==> images/wires.png <==
Scale: 2 px per um.
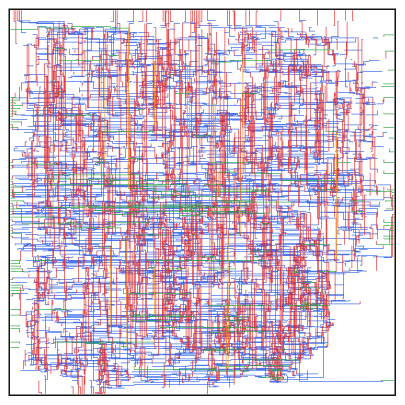
==> images/clocks.png <==
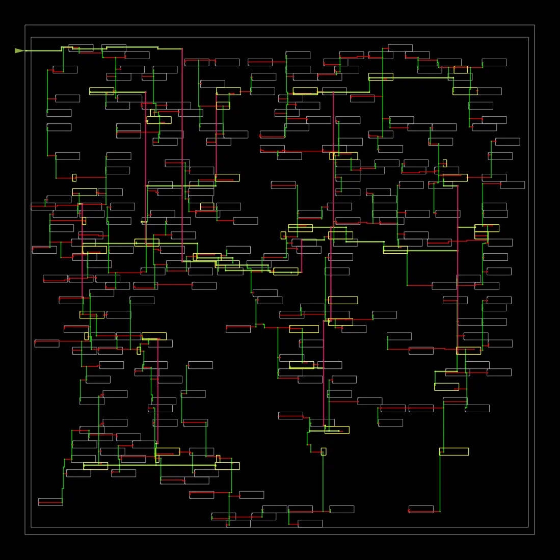
--- src/rtl/div_pkg.sv ---
// Shared types and helpers for the sequential restoring divider.
package div_pkg;

  localparam int unsigned MAX_WIDTH = 64;

  typedef enum logic [1:0] {
    IDLE = 2'd0,
    CALC = 2'd1,
    FIX  = 2'd2
  } div_state_e;

  // Two's-complement negate at the widest supported width; callers truncate to WIDTH.
  function automatic logic [MAX_WIDTH-1:0] twos_neg(input logic [MAX_WIDTH-1:0] x);
    return ~x + MAX_WIDTH'(1);
  endfunction

  // Magnitude of a value whose sign is supplied separately (zero-extended operand).
  function automatic logic [MAX_WIDTH-1:0] twos_abs(input logic [MAX_WIDTH-1:0] x,
                                                    input logic              neg);
    return neg ? twos_neg(x) : x;
  endfunction

endpackage

--- src/rtl/div_restore_step.sv ---
// One restoring-division iteration: shift in a dividend bit, trial-subtract the divisor.
module div_restore_step #(
  parameter int unsigned WIDTH = 32
) (
  input  logic [WIDTH-1:0] rem_i,
  input  logic             bit_i,
  input  logic [WIDTH-1:0] mag_b_i,
  output logic [WIDTH-1:0] rem_c,
  output logic             q_bit_c
);

  // The shifted remainder keeps its top bit so large unsigned divisors are not truncated.
  logic [WIDTH:0]   shifted;
  logic [WIDTH+1:0] diff;
  logic [WIDTH+1:0] sel;
  logic             unused_hi;

  // Trial subtract with one guard bit; its sign decides the quotient bit.
  always_comb begin
    shifted = {rem_i, bit_i};
    diff    = {1'b0, shifted} - {2'b00, mag_b_i};
    q_bit_c = ~diff[WIDTH+1];
    sel     = q_bit_c ? diff : {1'b0, shifted};
    rem_c   = sel[WIDTH-1:0];
  end

  // The result always fits in WIDTH bits because rem < mag_b on entry.
  assign unused_hi = ^sel[WIDTH+1:WIDTH];

endmodule

--- src/rtl/div_seq_param.sv ---
// Multi-cycle signed/unsigned integer divider, one quotient bit per cycle.
module div_seq_param
  import div_pkg::*;
#(
  parameter int unsigned WIDTH = 32
) (
  input  logic             clk,
  input  logic             reset,
  input  logic             start,
  input  logic             abort,
  input  logic             is_signed,
  input  logic [WIDTH-1:0] a,
  input  logic [WIDTH-1:0] b,
  output logic             busy,
  output logic             done,
  output logic [WIDTH-1:0] quotient,
  output logic [WIDTH-1:0] remainder,
  output logic             div_zero,
  output logic             overflow
);

  localparam int unsigned    CNT_W   = $clog2(WIDTH);
  localparam logic [WIDTH-1:0] MIN_VAL = {1'b1, {(WIDTH-1){1'b0}}};
  localparam logic [WIDTH-1:0] ONE_VAL = WIDTH'(1);

  div_state_e       state_q, state_d;
  logic             busy_q, busy_d;
  logic             done_q, done_d;
  logic [WIDTH-1:0] quot_q, quot_d;
  logic [WIDTH-1:0] remd_q, remd_d;
  logic             dz_out_q, dz_out_d;
  logic             ov_out_q, ov_out_d;
  logic [WIDTH-1:0] a_q, a_d;
  logic [WIDTH-1:0] mag_a_q, mag_a_d;
  logic [WIDTH-1:0] mag_b_q, mag_b_d;
  logic             sign_a_q, sign_a_d;
  logic             sign_b_q, sign_b_d;
  logic [WIDTH-1:0] rem_q, rem_d;
  logic [WIDTH-1:0] q_q, q_d;
  logic [CNT_W-1:0] cnt_q, cnt_d;
  logic             zero_q, zero_d;

  logic [WIDTH-1:0] step_rem_c;
  logic             step_q_c;
  logic             ovf_c;

  div_restore_step #(.WIDTH(WIDTH)) u_step (
    .rem_i   (rem_q),
    .bit_i   (mag_a_q[cnt_q]),
    .mag_b_i (mag_b_q),
    .rem_c   (step_rem_c),
    .q_bit_c (step_q_c)
  );

  // MIN / -1 is the only signed case whose true quotient does not fit.
  assign ovf_c = sign_a_q & sign_b_q & (a_q == MIN_VAL) & (mag_b_q == ONE_VAL);

  // Next-state and datapath updates for the IDLE/CALC/FIX sequence.
  always_comb begin
    state_d  = state_q;
    done_d   = 1'b0;
    quot_d   = quot_q;
    remd_d   = remd_q;
    dz_out_d = dz_out_q;
    ov_out_d = ov_out_q;
    a_d      = a_q;
    mag_a_d  = mag_a_q;
    mag_b_d  = mag_b_q;
    sign_a_d = sign_a_q;
    sign_b_d = sign_b_q;
    rem_d    = rem_q;
    q_d      = q_q;
    cnt_d    = cnt_q;
    zero_d   = zero_q;

    case (state_q)
      IDLE: begin
        if (start) begin
          a_d      = a;
          sign_a_d = is_signed & a[WIDTH-1];
          sign_b_d = is_signed & b[WIDTH-1];
          mag_a_d  = WIDTH'(twos_abs(MAX_WIDTH'(a), is_signed & a[WIDTH-1]));
          mag_b_d  = WIDTH'(twos_abs(MAX_WIDTH'(b), is_signed & b[WIDTH-1]));
          rem_d    = '0;
          q_d      = '0;
          cnt_d    = CNT_W'(WIDTH - 1);
          if (b == '0) begin
            zero_d  = 1'b1;
            state_d = FIX;
          end else begin
            zero_d   = 1'b0;
            dz_out_d = 1'b0;
            ov_out_d = 1'b0;
            state_d  = CALC;
          end
        end
      end
      CALC: begin
        if (abort) begin
          state_d = IDLE;
        end else begin
          rem_d        = step_rem_c;
          q_d[cnt_q]   = step_q_c;
          cnt_d        = cnt_q - CNT_W'(1);
          if (cnt_q == '0) begin
            state_d = FIX;
          end
        end
      end
      FIX: begin
        state_d = IDLE;
        if (!abort) begin
          done_d = 1'b1;
          if (zero_q) begin
            quot_d   = '1;
            remd_d   = a_q;
            dz_out_d = 1'b1;
            ov_out_d = 1'b0;
          end else begin
            quot_d   = (sign_a_q ^ sign_b_q) ? WIDTH'(twos_neg(MAX_WIDTH'(q_q))) : q_q;
            remd_d   = sign_a_q ? WIDTH'(twos_neg(MAX_WIDTH'(rem_q))) : rem_q;
            dz_out_d = 1'b0;
            ov_out_d = ovf_c;
          end
        end
      end
      default: begin
        state_d = IDLE;
      end
    endcase

    busy_d = (state_d != IDLE);
  end

  // State and datapath registers.
  always_ff @(posedge clk or negedge reset) begin
    if (!reset) begin
      state_q  <= IDLE;
      busy_q   <= 1'b0;
      done_q   <= 1'b0;
      quot_q   <= '0;
      remd_q   <= '0;
      dz_out_q <= 1'b0;
      ov_out_q <= 1'b0;
      a_q      <= '0;
      mag_a_q  <= '0;
      mag_b_q  <= '0;
      sign_a_q <= 1'b0;
      sign_b_q <= 1'b0;
      rem_q    <= '0;
      q_q      <= '0;
      cnt_q    <= '0;
      zero_q   <= 1'b0;
    end else begin
      state_q  <= state_d;
      busy_q   <= busy_d;
      done_q   <= done_d;
      quot_q   <= quot_d;
      remd_q   <= remd_d;
      dz_out_q <= dz_out_d;
      ov_out_q <= ov_out_d;
      a_q      <= a_d;
      mag_a_q  <= mag_a_d;
      mag_b_q  <= mag_b_d;
      sign_a_q <= sign_a_d;
      sign_b_q <= sign_b_d;
      rem_q    <= rem_d;
      q_q      <= q_d;
      cnt_q    <= cnt_d;
      zero_q   <= zero_d;
    end
  end

  assign busy      = busy_q;
  assign done      = done_q;
  assign quotient  = quot_q;
  assign remainder = remd_q;
  assign div_zero  = dz_out_q;
  assign overflow  = ov_out_q;

endmodule

--- config.mk ---
export PLATFORM = sky130hd
export DESIGN_NAME = div_seq_param
export DESIGN_NICKNAME = d
export VERILOG_FILES = /design/src/rtl/div_pkg.sv /design/src/rtl/div_restore_step.sv /design/src/rtl/div_seq_param.sv
export SDC_FILE = /design/constraint.sdc
export NUM_CORES = 1
export LEC_CHECK = 0
export CAP_MARGIN = 30
export CORE_MARGIN = 2
export CORE_UTILIZATION = 40
export DETAILED_ROUTE_END_ITERATION = 10
export MAX_ROUTING_LAYER = met4
export PLACE_DENSITY_LB_ADDON = 0.05
export SYNTH_ARGS = -nofsm -noshare
export SYNTH_HDL_FRONTEND = slang
export SYNTH_SLANG_ARGS = --single-unit
--- constraint.sdc ---
create_clock -name clk -period 4.55 [get_ports clk]
set_clock_uncertainty 0.15 [all_clocks]
set_input_delay 0.91 -clock clk [delete_from_list [all_inputs] [get_ports clk]]
set_output_delay 0.91 -clock clk [all_outputs]
set_load 0.02 [all_outputs]
==> flow_metrics.env <==
# implementation run metrics
export IMPL_ff2ff_path_depth=15
export IMPL_rrSetupSlack_ns=0.40
export IMPL_ys_ff=237
export IMPL_hold_ws_ns=0.320
export IMPL_yosysWarningCount=0
export IMPL_nFillCells=3427
export IMPL_dieArea_um2=37000
export IMPL_ff_type="dfrtp_1"
export IMPL_grt_max_degree=112
export IMPL_outcome="completed"
export IMPL_clock_latency_ns=0.55
export IMPL_synthAoiAreaFrac_pct=21.0
export IMPL_irDropWorstVdd_uv=316
export IMPL_die_w_um=192
export IMPL_final_cells=2256
export IMPL_setup_ws_ns=0.396
export IMPL_coreArea_um2=34700
export IMPL_maxCapViolations=0
export IMPL_cts_tree="yes"
export IMPL_drt_iter0_drc=961
export IMPL_rsz0062_at_grt="no"
export IMPL_p_comb_share_pct=43.5
export IMPL_nNetsFinal=1895
export IMPL_synth_seq_share_pct=41.8
export IMPL_cts_hold_buf=0
export IMPL_num_io_pins=137
export IMPL_yosys_area_share_xor_xnor_pct=8.89
export IMPL_fmax_ghz=0.241
export IMPL_worst_slew_pin_slew_ns=0.915
export IMPL_fin_area_um2=17000
export IMPL_slew_headroom_pct=38.2
export IMPL_cp_arrival_ns=4.48
export IMPL_finalSetupTns_ns=0
export IMPL_cts_repair_resized=0
export IMPL_grt_pass1_wl_mm=71.1
export IMPL_synthDistinctLibCells=70
export IMPL_warning_count=32
export IMPL_slowest_delay_ns=0.53
export IMPL_power_density_nw_per_um2=555
export IMPL_syn_area_per_cell_um2=8.49
export IMPL_syn_to_final_growth_pct=20.1
export IMPL_reg2reg_from="cnt_q[0]$_DFFE_PN0P_"
export IMPL_hold_path_class="in -> async"
export IMPL_dr_pass1_iters=5
export IMPL_yosys_stat_chipArea_um2=14200
export IMPL_finalSetupViolCount=0
export IMPL_post_cts_buffers=0
export IMPL_cts_root_buffer="clkbuf_16"
-- wires.png (at the start) --
[green] metal 3 | wire length: 2240 um
[blue] metal 1 | wire length: 22.2 mm
[red] metal 2 | wire length: 19800 um
[orange] metal 4 | wire length: 993 um
final wirelength: 45.3 mm
total track usage: 25.7%
Wirelength per Cell: 20.1 um
via count: 12500

-- clocks.png (at the start) --
clkbuf count: 43
Clk. pwr: 2.29 mW
CTS Sinks: 237

==> Yosys cell counts (all sizes together) (10+ instances only) <==
library cell,number,area (um2)
clkbuf,69,269
o21ai,213,1070
nor2,118,443
nand2b,14,87.6
o31ai,24,180
o41ai,16,181
nand3,14,70.1
xnor2,57,499
dfrtp,237,5930
buf,14,65.1
nor3,22,115
ha,42,526
a21o,13,97.6
nand2,304,1140
or3,19,134
nor4,30,209
a21oi,138,691
o211ai,34,255
xor2,87,762
a31oi,10,62.6
inv,63,236
==> layout by cell type, fill, tap and decap left out, types with 28 or more instances in the layout <==
master / instances
nor4_1: 28
xnor2_1: 57
o211ai_1: 34
dfrtp_1: 235
inv_1: 63
clkbuf_16: 29
a21oi_1: 138
xor2_1: 87
ha_1: 42
nor2_1: 115
clkdlybuf4s50_1: 135
nand2_1: 302
o21ai_0: 207
==> final cells by class <==
class                      count  area [um2]  area share, %
clock inverter                 5         100          0.588
inverter                      64         240           1.41
antenna                        1        2.50         0.0147
sequential                   237        5930           34.8
multi-input combinational   1285        7700           45.2
clock buffer                  43         818           4.81
tap                          455         569           3.34
timing repair buffer         166        1660           9.74
==> routing by layer <==
| layer | wire (um) | vias up | GRT usage, % |
|---|---|---|---|
| met1 | 22200 | 5982 | 37.4 |
| met3 | 2240 | 55 | 3.31 |
| li1 | - | 6091 | - |
| met5 | 0 | - | - |
| met2 | 19800 | 386 | 37.8 |
| met4 | 992 | 0 | 6.49 |
==> worst max-delay path, delay by kind of cell, from the launching register on <==
family	cells	cell delay [ns]
simple gates	2	0.33
fa+ha+maj	1	0.21
mux	1	0.53
compound gates	10	2.30
buf+inv	1	0.06
flops	1	0.51
Power is estimated from default activity; no workload was simulated.
